Design interrupt_control, sky130hd; sources not shown.
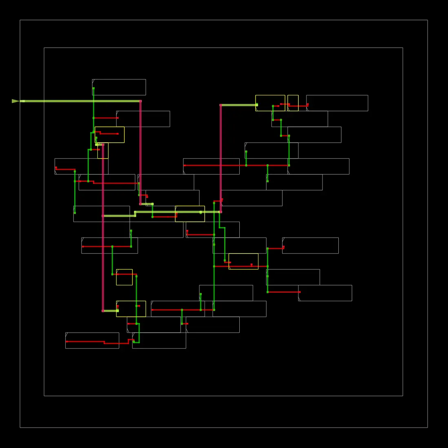
Figure 1: clock wiring as the flow saved it.
# clock sinks: 29
CLK BUF: 5
worst clock skew: 6.104 ps

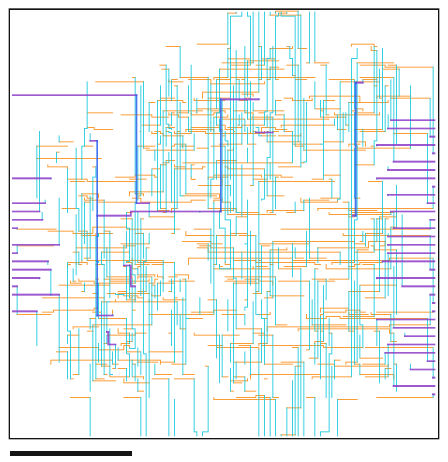
Figure 2: metal layers overlaid.
The bar under the picture is 20 um long.
blue -> M4  # wire length 86.4 um
purple -> M3  # wire length 293 um
orange -> M1  # wire length 1800 um
cyan -> M2  # wire length 2490 um
GR Util All Layers: 19.22%
Routed WL: 4668 um
via count: 1510

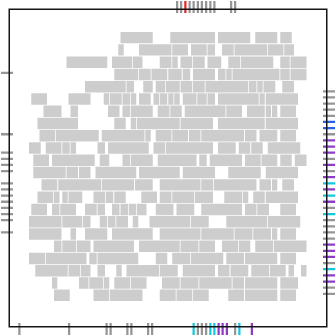
Figure 3: I/O pins on the die edge.
Pins as bars across the die edge, other pins in gray.
blue -> im  # pins 2, direction output, edge east
red -> retn  # pins 1, direction input, edge north
purple -> int_vector  # pins 16, direction output, edge 12 east, 4 south
cyan -> reg_i  # pins 8, direction output, edge 4 east, 4 south
all pins by edge = 34 east, 20 south, 14 west, 12 north
Die Width: 70.04 um
port bufs: 77
Die Y: 70.04 um

==> out/metrics.csv <==
metric,value,unit
status,"finished, violations left",
failing checks,setup timing,
Top cell excl fill/tap,clkdlybuf4s50_1,
initial DRC count,29,
Post-synth EDFFs,0,
FF-to-FF setup slack,50,ps
unrepaired setup endpoints after global routing,yes,
Post-Route Utilization,79.07,%
Clock Tree Root,clkbuf_8,
CP Depth,3,
Non-Filler Instances,294,
DR DRC count,0,
pwr/cell area,818.7,nW/um2
NetSw,1016,uW
Pwr Total,2388,uW
# Post-CTS Setup Buffers,1,
Met2 Wirelength,2493,um
ys async rst share,100.0,%
Latency at later pin,280,ps
FP Rows,22,
ys flops,29,
mapped cell area,1463,um2
Num CTS Buffers,5,
and+or+nand+nor area frac,22.93,%
Max Fclk,0.5088,GHz
NumNets Final,287,
H-tree depth,2,
FILL cells,223,
Synth cell types,35,
worst hold path class,input port to asynchronous set/reset pin,
final instance area,2917,um2
routing usage on met1,21.14,%
initial antenna violation count,0,
Seq. cell area,747.0,um2
"area share, top type",44.48,%
area growth from synthesis to layout,99.40,%
DRT antenna net count,0,
Antenna Cells,0,
Crit path max-delay family,flip-flops,
largest net degree at the start of global routing,30,
Clock power frac,21.4,%
worst path arrival time,1700,ps
Slew Limit Fails,0,
Synth warnings,0,
Post-synth seq share,49.87,%
CP Capture Type,primary output,
FP Util,39.65,%
aoi share,10.95,%
number of OpenROAD warnings,31,
Buf/Inv on CP,1,
Worst-path clk slew,70,ps
final hold violations,0,
Worst Path Max Fanout,2,
Final WS setup,-165.4,ps
Net Sw Frac,42.53,%
sequential power,801,uW
placed cells,278,
Ports,80,
crit start category,flop,
logic area,775.7,um2
Top Usage Layer GRT,met2,
Gate Count Post-Synth,144,
clk cell area share,2.960,%
"area leader, netlist",dfrtp_1,
total die area,4906,um2
Wirelength per Cell,15.88,um
"critical path, cell by cell","a2111oi_4, nor4b_4, buf_12",
CP max stage cell,dfrtp_4,
Inverters,6,
Tapcells,48,
CTS tree,built,
"top cells, area","dfrtp_1, mux2_2, dfstp_2",
"Buffers, non-clock",100,
critical path required time,1530,ps
first-pass GRT wire length,7527,um
CTS resizes,4,
Post-synth top cells,"dfrtp_1, nand2_1, o21ai_0, nor2_1",
Finish-stage setup viols,1,
most numerous cell in the Yosys netlist,dfrtp_1,
M2 GR Usage,34.73,%
Yosys Instances,144,
mean post-synth cell area,10.16,um2
Power figures rest on the tool's default switching activity, not on a simulated workload.
